## config.mk

```make
export PLATFORM = sky130hd
export DESIGN_NAME = regfile_param
export DESIGN_NICKNAME = d
export VERILOG_FILES = /design/src/rtl/regfile_param.sv
export SDC_FILE = /design/constraint.sdc
export NUM_CORES = 1
export LEC_CHECK = 0
export ABC_AREA = 1
export CAP_MARGIN = 20
export CORE_AREA = 10 10 202 204
export CTS_CLUSTER_SIZE = 8
export DETAILED_ROUTE_END_ITERATION = 8
export DIE_AREA = 0 0 212 214
export HOLD_SLACK_MARGIN = 0.15
export SETUP_SLACK_MARGIN = 0.1
export SLEW_MARGIN = 20
export SYNTH_ARGS = -nofsm -noshare
export SYNTH_HDL_FRONTEND = slang
export SYNTH_SLANG_ARGS = --single-unit
export TNS_END_PERCENT = 10
```

## constraint.sdc

```tcl
create_clock -name clk -period 3 [get_ports clk]
set_input_delay 0.6 -clock clk [delete_from_list [all_inputs] [get_ports clk]]
set_output_delay 0.6 -clock clk [all_outputs]
set_load 0.05 [all_outputs]
```

## src/rtl/regfile_param.sv

```systemverilog
// regfile_param
//   Parametrised register file with one synchronous write port, two
//   combinational read ports and an optional hardwired-zero register 0.
//   A clear sequencer zeroes every register, one per cycle, after reset
//   or on clr_req. Reads return 0 and writes are dropped while it runs.
//
// Optional feature macro: REGFILE_WRITE_BYPASS_EN
//   defined   : a write accepted this cycle is forwarded to any read port
//               addressing the same register (same-cycle visibility)
//   undefined : read-during-write returns the old value
//
// Parameters: DATA_W (register width), ADDR_W (DEPTH = 2**ADDR_W),
//             ZERO_REG (1 = register 0 reads 0 and ignores writes)
//
// Ports:
//   clk      in   clock, rising edge
//   reset    in   synchronous active-high reset, restarts the clear
//   clr_req  in   one-cycle clear request (honoured only in RUN)
//   we3      in   write enable
//   wa3      in   write address   [ADDR_W]
//   wd3      in   write data      [DATA_W]
//   ra1/ra2  in   read addresses  [ADDR_W]
//   rd1/rd2  out  read data       [DATA_W], combinational
//   busy     out  clear sequencer running
//
// state   | meaning
// --------+-----------------------------------------------
// S_CLEAR | writing 0 to rf[clr_idx], one register per cycle
// S_RUN   | normal read/write operation
module regfile_param #(
  parameter int DATA_W   = 16,
  parameter int ADDR_W   = 4,
  parameter int ZERO_REG = 1
) (
  input  logic              clk,
  input  logic              reset,
  input  logic              clr_req,
  input  logic              we3,
  input  logic [ADDR_W-1:0] wa3,
  input  logic [DATA_W-1:0] wd3,
  input  logic [ADDR_W-1:0] ra1,
  input  logic [ADDR_W-1:0] ra2,
  output logic [DATA_W-1:0] rd1,
  output logic [DATA_W-1:0] rd2,
  output logic              busy
);

  localparam int DEPTH = 1 << ADDR_W;
  localparam bit ZR    = (ZERO_REG != 0);

  localparam logic [0:0] S_CLEAR = 1'b0;
  localparam logic [0:0] S_RUN   = 1'b1;

  // One extra index bit so the last register is reached without wrapping.
  localparam logic [ADDR_W:0] LAST_IDX = (ADDR_W + 1)'(DEPTH - 1);
  localparam logic [ADDR_W:0] IDX_ONE  = (ADDR_W + 1)'(1);

  logic [0:0]        r_state;
  logic [ADDR_W:0]   r_clr_idx;
  logic [DATA_W-1:0] r_rf [DEPTH];

  logic w_run;
  logic w_clear_wr;
  logic w_user_wr;

  assign w_run      = (r_state == S_RUN);
  assign w_clear_wr = !reset && !w_run;
  // A clear request wins over a write presented in the same cycle.
  assign w_user_wr  = !reset && w_run && !clr_req && we3 && !(ZR && (wa3 == '0));

  always_ff @(posedge clk) begin
    if (reset) begin
      r_state   <= S_CLEAR;
      r_clr_idx <= '0;
    end else begin
      case (r_state)
        S_CLEAR: begin
          r_clr_idx <= r_clr_idx + IDX_ONE;
          if (r_clr_idx == LAST_IDX) r_state <= S_RUN;
        end
        S_RUN: begin
          if (clr_req) begin
            r_state   <= S_CLEAR;
            r_clr_idx <= '0;
          end
        end
        default: begin
          r_state   <= S_CLEAR;
          r_clr_idx <= '0;
        end
      endcase
    end
  end

  // Storage has no reset of its own; the clear sequencer zeroes it.
  always_ff @(posedge clk) begin
    if (w_clear_wr) begin
      r_rf[r_clr_idx[ADDR_W-1:0]] <= '0;
    end else if (w_user_wr) begin
      r_rf[wa3] <= wd3;
    end
  end

  always_comb begin
    rd1 = r_rf[ra1];
    rd2 = r_rf[ra2];
`ifdef REGFILE_WRITE_BYPASS_EN
    // w_user_wr already excludes clear, reset and the zero register.
    if (w_user_wr && (wa3 == ra1)) rd1 = wd3;
    if (w_user_wr && (wa3 == ra2)) rd2 = wd3;
`endif
    if (reset || !w_run || (ZR && (ra1 == '0))) rd1 = '0;
    if (reset || !w_run || (ZR && (ra2 == '0))) rd2 = '0;
  end

  assign busy = !w_run;

endmodule
```

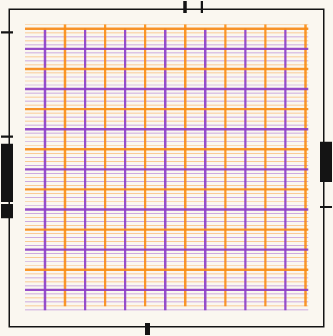
Figure 1: PDN straps and rails.
Pins as bars on the die edge.
color	net
orange	VDD
purple	VSS
rows	71
met1 rails	72
met5 straps	14
signal pins	65
Die Span Y: 214 um
core area: 37000 sq um
Die X-Extent: 212 um
VDD IR max: 348 uV

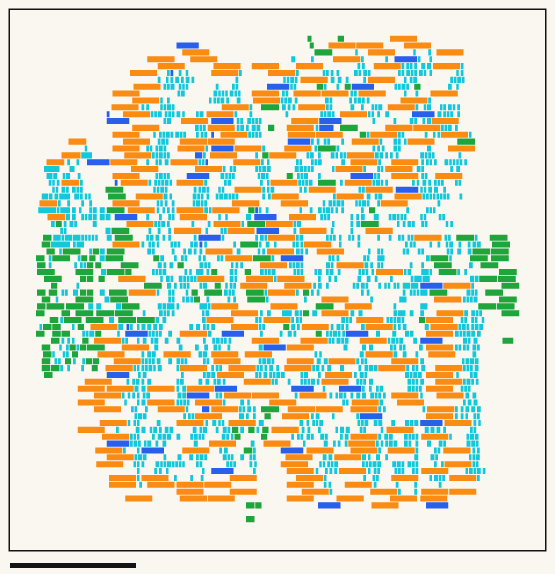
Figure 2: placement by cell class.
The bar under the picture is 50 um long.
color	class	cells
blue	clock drivers and dummy loads	49
orange	flip-flops	262
green	other buffers and delay cells	147
cyan	all other logic	1474
number of rows created at floorplan: 71
sequential share of cell area: 44.2%
finished layout cell area: 17700 sq um

==> flow_results.org <==
* Implementation run

** Logic synthesis
- After technology mapping, the gate count stands at 1840.
- Counting distinct cell types in the post-synthesis netlist gives 27.
- Post-synthesis cell area :: 14500 sq um
- Post-synth the commonest register cell is edfxtp_1.
- A synthesized cell averages 7.90 sq um.
- Cell count listed in synth_stat.txt :: 1840
- Synthesis produced a netlist with a net count of 1874.

** Finish
- From synthesis to final layout, the design area changed by 21.4%.
- Across the whole layout, storage elements account for 7810 sq um.
- The final layout report lists a filler cell count of 3480.
- Seq_cells :: 262
- Cells fill 47.7% of the core in the end.
- In the final layout, the share of cells above drive strength 1 is 10.9%.
- Combinational gates :: 1151
- Number of cells in the finished layout apart from fillers :: 2406
- Final-layout clock buffer total :: 46
- Non-CTS inverters :: 323
- The number of antenna diodes in the final layout is 0.

** Die
- Tap cells :: 474
- The floorplan step defined a die boundary enclosing 45400 sq um.
- Pin placement for this block handled 65 I/O pins.

** Status
- The run finished with clean final reports.

** Clock network
- CTS sink count :: 262
- Post-CTS setup buffer count :: 0
- Total CTS buffers :: 38
- On the reported timing paths, the clock transition at the registers reads 0.05 ns.
- The number of hold buffers added after CTS was 0.
- The skew report gives the latency at the later pin of the worst-skew pair as 0.54 ns.
- Buffer depth of the longest clock path :: 3
- Post-CTS resize count :: 1
- Cell at the root of the clock tree :: clkbuf_16

** Global routing
- Overall fraction of global-route tracks in use :: 20.7%
- Global routing used 28.2% of the available met1 tracks.
- Vias in the first global route :: 12026
- Global-route wire length before repair :: 72.4 mm

** Final timing
- The worst path meets setup with 0.115 ns of slack.
- Minimum clock period :: 2.88 ns
- Final number of setup-violating endpoints :: 0
- Final Skew :: 0.0200 ns
- Achievable clock frequency :: 347 MHz
- Post-route period utilization is reported as 96.2%.
- Worst-case hold slack :: 0.492 ns
- Looking at the max-slew report, the worst-margin pin has a slew of 0.510 ns.
- Setup repair after global routing missed its margin :: yes

** Route
- Detailed Route Iter0 Violations :: 1189
- The routed design shows a wire length per standard cell of 19.8 um.
- Number of nets with antenna violations after detailed routing :: 0

** Worst setup path
- Reg2reg path depth :: 7
- Crit Path Max Fanout :: 6
- R2R Path Start :: r_state
- Setup CP Type :: input port to output port
- STA classifies the critical path startpoint as an input port.
- Data arrival time of the critical path :: 2.28 ns

** Worst hold path
- Cell depth of the worst min-delay path :: 2

** Pwr
- Leak Pwr :: 8.08 nW
- Seq pwr share :: 46.4%
- In this run switching power makes up 24.5% of total power.
- The final power report lists total power as 0.00871 W.
- The internal portion of the total power is 0.00658 W.

** Placement
- Area of placed instances :: 16600 sq um
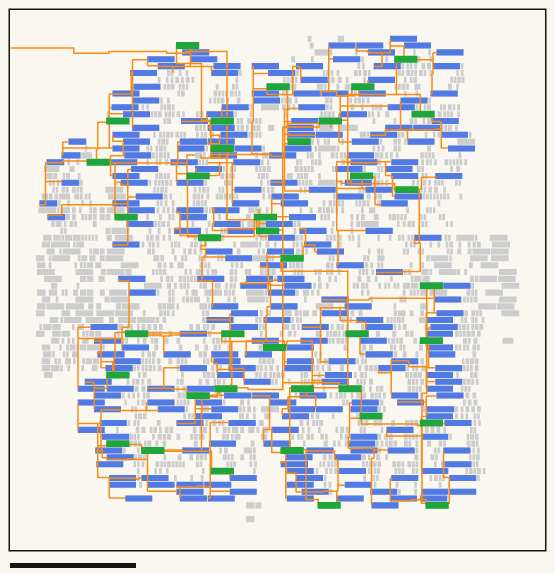
Figure 3: clock network drawn from the DEF.
The bar under the picture is 50 um long.
[blue] flip-flops | count: 262
[orange] clock wires | length: 3800 um
[green] cells driving clock nets | count: 38
routed clock nets	39

[layer usage]
| metal | routed length [um] | share of wire, % |
|---|---|---|
| met1 | 20300 | 42 |
| met2 | 22300 | 47 |
| met3 | 3840 | 8.0 |
| met4 | 1340 | 2.8 |
| met5 | 0 | 0 |
[worst max-delay path, stage by stage]
cell and delay (ns):
clkdlybuf4s50_1 0.52, nor2_2 0.25, buf_4 0.20, nand2_1 0.06
nand2_1 0.05, inv_1 0.04, a21oi_1 0.25, buf_4 0.18
buf_12 0.13
[cells in the mapped netlist (2+ instances only)]
master      n  area, sq um
dfxtp_1     6          120
ha_1        2         25.0
buf_2      82          410
inv_2       5         18.8
o21ai_2     4         35.0
nand2_1   694         2610
a21oi_1    26          130
nor2_1     38          143
buf_6       3         33.8
clkbuf_1    9         33.8
inv_1     318         1190
nor2_2      3         18.8
buf_1       3         11.3
edfxtp_1  256         7690
nand3_1   364         1820
a211oi_1    2         15.0
a21oi_2     9         78.8
buf_4       7         52.6
[cells by family (layout without fill, tap and decap cells)]
kind of cell / count (synthesis) / count (layout) / share of synthesized area, %
AND/OR/NAND/NOR: 1106 / 1106 / 32.2
buffers and inverters: 427 / 519 / 12.1
flip-flops: 262 / 262 / 53.7
adder cells (fa/ha/maj): 2 / 2 / 0.172
AND-OR/OR-AND: 43 / 43 / 1.86
[power by group through the flow]
stage,Sequential (W),Combinational [W],Clock [W]
6_report,0.00404,0.000859,0.00381
5_1_grt,0.00404,0.000929,0.00402
4_1_cts,0.00404,0.000852,0.00388
3_5_place_dp,0.00411,0.000849,0
3_3_place_gp,0.00411,0.000846,0
2_1_floorplan,0.00411,0.000503,0
[registers in the layout, summed over array words and instances, names as in the netlist]
signal,cells
r_rf,256
r_state,1
r_clr_idx,5
Power figures rest on the tool's default switching activity, not on a simulated workload.
